Figure 1. Clock wires, drivers and flops.
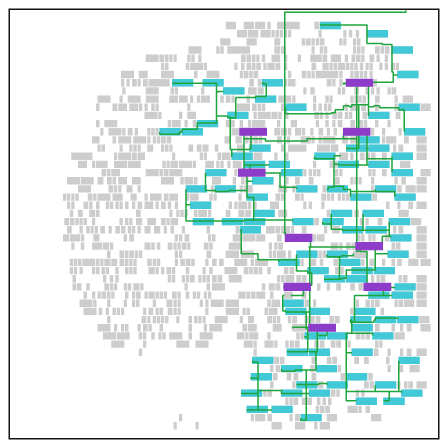
Figure 2. I/O nets highlighted.
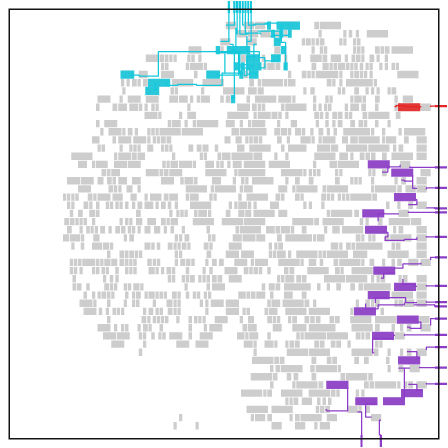
[src/rtl/cmd_parser_p.sv]
// rtl/cmd_parser_p.sv - ASCII arithmetic command frame parser
//
// Parses frames of the form "I <U|S> <num1> <op> <num2> =" arriving one byte
// per data_valid beat and presents the decoded command until out_ready.
//
// Optional feature macro: CMD_PARSER_ERR_EN
//   defined   -> err/err_code report protocol(1), digit-count(2), range(3)
//                and overrun(4) errors as one-cycle pulses.
//   undefined -> err/err_code are held at 0; recovery behaviour is identical.
//
// Ports:
//   clk, rst        clock, synchronous active-high reset
//   data[7:0]       received ASCII byte, sampled when data_valid=1
//   out_ready       consumer accepts the held command
//   out_valid       parsed command available (held until out_ready)
//   dtype           0 unsigned, 1 signed
//   op[1:0]         00 '+', 01 '-', 10 '*', 11 '/'
//   src1, src2      operands (two's complement when dtype=1)
//   err, err_code   one-cycle error pulse and its cause
module cmd_parser_p #(
  parameter int OPW    = 16,
  parameter int DIGITS = 5
) (
  input  logic           clk,
  input  logic           rst,
  input  logic [7:0]     data,
  input  logic           data_valid,
  input  logic           out_ready,
  output logic           out_valid,
  output logic           dtype,
  output logic [1:0]     op,
  output logic [OPW-1:0] src1,
  output logic [OPW-1:0] src2,
  output logic           err,
  output logic [2:0]     err_code
);

`ifdef CMD_PARSER_ERR_EN
  localparam bit ERR_EN = 1'b1;
`else
  localparam bit ERR_EN = 1'b0;
`endif

  localparam logic [OPW+3:0] TEN    = (OPW+4)'(10);
  localparam logic [OPW+3:0] LIM_U  = {4'b0, {OPW{1'b1}}};
  localparam logic [OPW+3:0] LIM_SP = {5'b0, {(OPW-1){1'b1}}};
  localparam logic [OPW+3:0] LIM_SN = LIM_SP + (OPW+4)'(1);
  localparam logic [3:0]     CNT_MAX = 4'(DIGITS);

  // The space that ends num2 is consumed inside NUM2, so EQ waits for '='.
  typedef enum logic [3:0] {
    S_IDLE, S_SP0, S_TYPE, S_SP1, S_NUM1, S_OP, S_SP2, S_NUM2, S_EQ, S_HOLD
  } state_e;

  state_e          state_q, state_d;
  logic            w_dtype_q, w_dtype_d;
  logic [1:0]      w_op_q, w_op_d;
  logic [OPW-1:0]  w_src1_q, w_src1_d, w_src2_q, w_src2_d;
  logic            neg_q, neg_d;
  logic [3:0]      cnt_q, cnt_d;
  logic [OPW+3:0]  mag_q, mag_d;
  logic            out_valid_q, out_valid_d, dtype_q, dtype_d;
  logic [1:0]      op_q, op_d;
  logic [OPW-1:0]  src1_q, src1_d, src2_q, src2_d;
  logic            err_q, err_d;
  logic [2:0]      err_code_q, err_code_d;

  logic [OPW+3:0]  mag_next, lim;
  logic [OPW-1:0]  opnd;
  logic            is_digit, proto_err, clr_num;

  always_comb begin
    state_d     = state_q;
    w_dtype_d   = w_dtype_q;
    w_op_d      = w_op_q;
    w_src1_d    = w_src1_q;
    w_src2_d    = w_src2_q;
    neg_d       = neg_q;
    cnt_d       = cnt_q;
    mag_d       = mag_q;
    out_valid_d = out_valid_q;
    dtype_d     = dtype_q;
    op_d        = op_q;
    src1_d      = src1_q;
    src2_d      = src2_q;
    err_d       = 1'b0;
    err_code_d  = 3'd0;
    proto_err   = 1'b0;
    clr_num     = 1'b0;
    is_digit    = (data >= 8'h30) && (data <= 8'h39);
    mag_next    = mag_q * TEN + {{OPW{1'b0}}, data[3:0]};
    lim         = !w_dtype_q ? LIM_U : (neg_q ? LIM_SN : LIM_SP);
    opnd        = neg_q ? ({OPW{1'b0}} - mag_q[OPW-1:0]) : mag_q[OPW-1:0];

    // Release happens regardless of data; a byte in the same cycle is still
    // treated as overrun below.
    if (state_q == S_HOLD && out_ready) begin
      out_valid_d = 1'b0;
      state_d     = S_IDLE;
    end

    if (data_valid) begin
      case (state_q)
        S_IDLE: if (data == 8'h49) begin
          state_d = S_SP0;
          clr_num = 1'b1;
        end
        S_SP0:  if (data == 8'h20) state_d = S_TYPE; else proto_err = 1'b1;
        S_TYPE: begin
          if (data == 8'h55 || data == 8'h53) begin
            w_dtype_d = (data == 8'h53);
            state_d   = S_SP1;
          end else proto_err = 1'b1;
        end
        S_SP1:  if (data == 8'h20) state_d = S_NUM1; else proto_err = 1'b1;
        S_NUM1, S_NUM2: begin
          if (data == 8'h2D && w_dtype_q && cnt_q == 4'd0 && !neg_q) begin
            neg_d = 1'b1;
          end else if (is_digit) begin
            if (cnt_q == CNT_MAX) begin
              err_d = 1'b1; err_code_d = 3'd2; state_d = S_IDLE; clr_num = 1'b1;
            end else if (mag_next > lim) begin
              err_d = 1'b1; err_code_d = 3'd3; state_d = S_IDLE; clr_num = 1'b1;
            end else begin
              mag_d = mag_next;
              cnt_d = cnt_q + 4'd1;
            end
          end else if (data == 8'h20 && cnt_q != 4'd0) begin
            if (state_q == S_NUM1) begin
              w_src1_d = opnd;
              state_d  = S_OP;
            end else begin
              w_src2_d = opnd;
              state_d  = S_EQ;
            end
            clr_num = 1'b1;
          end else proto_err = 1'b1;
        end
        S_OP: begin
          case (data)
            8'h2B:   begin w_op_d = 2'b00; state_d = S_SP2; end
            8'h2D:   begin w_op_d = 2'b01; state_d = S_SP2; end
            8'h2A:   begin w_op_d = 2'b10; state_d = S_SP2; end
            8'h2F:   begin w_op_d = 2'b11; state_d = S_SP2; end
            default: proto_err = 1'b1;
          endcase
        end
        S_SP2:  if (data == 8'h20) state_d = S_NUM2; else proto_err = 1'b1;
        S_EQ: begin
          if (data == 8'h3D) begin
            out_valid_d = 1'b1;
            dtype_d     = w_dtype_q;
            op_d        = w_op_q;
            src1_d      = w_src1_q;
            src2_d      = w_src2_q;
            state_d     = S_HOLD;
          end else proto_err = 1'b1;
        end
        S_HOLD: begin
          err_d      = 1'b1;
          err_code_d = 3'd4;
        end
        default: state_d = S_IDLE;
      endcase

      if (proto_err) begin
        err_d      = 1'b1;
        err_code_d = 3'd1;
        clr_num    = 1'b1;
        state_d    = (data == 8'h49) ? S_SP0 : S_IDLE;
      end
    end

    if (clr_num) begin
      neg_d = 1'b0;
      cnt_d = 4'd0;
      mag_d = '0;
    end
  end

  always_ff @(posedge clk) begin
    if (rst) begin
      state_q     <= S_IDLE;
      w_dtype_q   <= 1'b0;
      w_op_q      <= 2'b00;
      w_src1_q    <= '0;
      w_src2_q    <= '0;
      neg_q       <= 1'b0;
      cnt_q       <= 4'd0;
      mag_q       <= '0;
      out_valid_q <= 1'b0;
      dtype_q     <= 1'b0;
      op_q        <= 2'b00;
      src1_q      <= '0;
      src2_q      <= '0;
      err_q       <= 1'b0;
      err_code_q  <= 3'd0;
    end else begin
      state_q     <= state_d;
      w_dtype_q   <= w_dtype_d;
      w_op_q      <= w_op_d;
      w_src1_q    <= w_src1_d;
      w_src2_q    <= w_src2_d;
      neg_q       <= neg_d;
      cnt_q       <= cnt_d;
      mag_q       <= mag_d;
      out_valid_q <= out_valid_d;
      dtype_q     <= dtype_d;
      op_q        <= op_d;
      src1_q      <= src1_d;
      src2_q      <= src2_d;
      err_q       <= err_d;
      err_code_q  <= err_code_d;
    end
  end

  assign out_valid = out_valid_q;
  assign dtype     = dtype_q;
  assign op        = op_q;
  assign src1      = src1_q;
  assign src2      = src2_q;
  assign err       = ERR_EN & err_q;
  assign err_code  = ERR_EN ? err_code_q : 3'd0;

endmodule

[config.mk]
export PLATFORM = sky130hd
export DESIGN_NAME = cmd_parser_p
export DESIGN_NICKNAME = d
export VERILOG_FILES = /design/src/rtl/cmd_parser_p.sv
export SDC_FILE = /design/constraint.sdc
export NUM_CORES = 1
export LEC_CHECK = 0
export ABC_AREA = 1
export CORE_MARGIN = 2
export CORE_UTILIZATION = 35
export CTS_CLUSTER_SIZE = 10
export DETAILED_ROUTE_END_ITERATION = 10
export PLACE_DENSITY = 0.6
export SYNTH_ARGS = -nofsm -noshare
export SYNTH_HDL_FRONTEND = slang
export SYNTH_SLANG_ARGS = --single-unit
export TNS_END_PERCENT = 30
[constraint.sdc]
create_clock -name clk -period 6.05 [get_ports clk]
set_input_delay 0.9075 -clock clk [delete_from_list [all_inputs] [get_ports clk]]
set_output_delay 0.9075 -clock clk [all_outputs]
set_load 0.005 [all_outputs]
==> PnR_summary.wiki <==
=== Physical design figures ===
{| class="wikitable"
! Metric !! Value
|-
| Status || finished, final reports clean
|-
| Final-stage net count || 1,114
|-
| Top Ports || 52
|-
| Power spent charging and discharging nets || 0.285 mW
|-
| Total Routing Usage GR || 0.166
|-
| Level count of the clock H-tree || 3
|-
| Placed wire-length estimate || 12,700 microns
|-
| Share of cell area taken by flip-flops and latches || 0.259
|-
| Tally of unique sky130hd cells used after synthesis || 46
|-
| Number of warnings reported in the yosys synthesis log || 0
|-
| Avg Cell Area, Syn || 6.64 sq um
|-
| Startpoint type of the worst setup path || register
|-
| Cells after synthesis || 1,012
|-
| Dominant Register Cell || sky130_fd_sc_hd__dfxtp_1
|-
| Antenna violations before repair || 0
|-
| Iter 0 DRT Violations || 392
|-
| Sequential Power || 0.652 mW
|-
| Detailed-routed wire length on met3 || 539 microns
|-
| Start of the worst register-to-register path || mag_q[3]
|-
| Most instantiated logic cell after routing || sky130_fd_sc_hd__nand2_1
|-
| Total die area || 20,300 sq um
|-
| Most frequent cell after synthesis || sky130_fd_sc_hd__nand2_1
|-
| Top register by number of flip-flops || mag_q
|-
| Netlist Area Pre-Place || 6720 sq um
|-
| Cell depth of the worst setup path || 26
|-
| Category of the worst setup path capture point || register
|-
| Cell count of the worst reg-to-reg path || 26
|-
| Buffer cell driving the clock tree root || sky130_fd_sc_hd__clkbuf_16
|-
| Clock network fraction of design power || 0.441
|-
| Hold wc startpoint || out_valid
|-
| Met2 track utilization from global routing || 0.272
|-
| Path class of the lowest-slack min-delay path || reg2reg
|-
| Final setup slack of the worst path || 1.01 ns
|-
| Area share of buffers outside the clock network || 0.0654
|-
| XOR/XNOR Fraction of Synth Area || 0.0352
|-
| Main power group || sequential cells
|-
| Floorplan core area || 18,800 sq um
|-
| Core Util at FP || 0.358
|-
| Die Y-Extent || 143 microns
|-
| Clock-net power || 0.555 mW
|}
Notes on Figure 1 above:
[green] clock wires | length: 1,190 microns
[cyan] flip-flops | count: 99
[purple] clock-net drivers | count: 9
routed clock nets	10

Notes on Figure 2 above:
color	port	direction	edge	end cells	buffers	wire
cyan	data	input	north	27	8	324 microns
red	out_valid	output	east	1	1	12.3 microns
purple	src1	output	14 east, 2 south	16	16	274 microns

Power figures rest on the tool's default switching activity, not on a simulated workload.
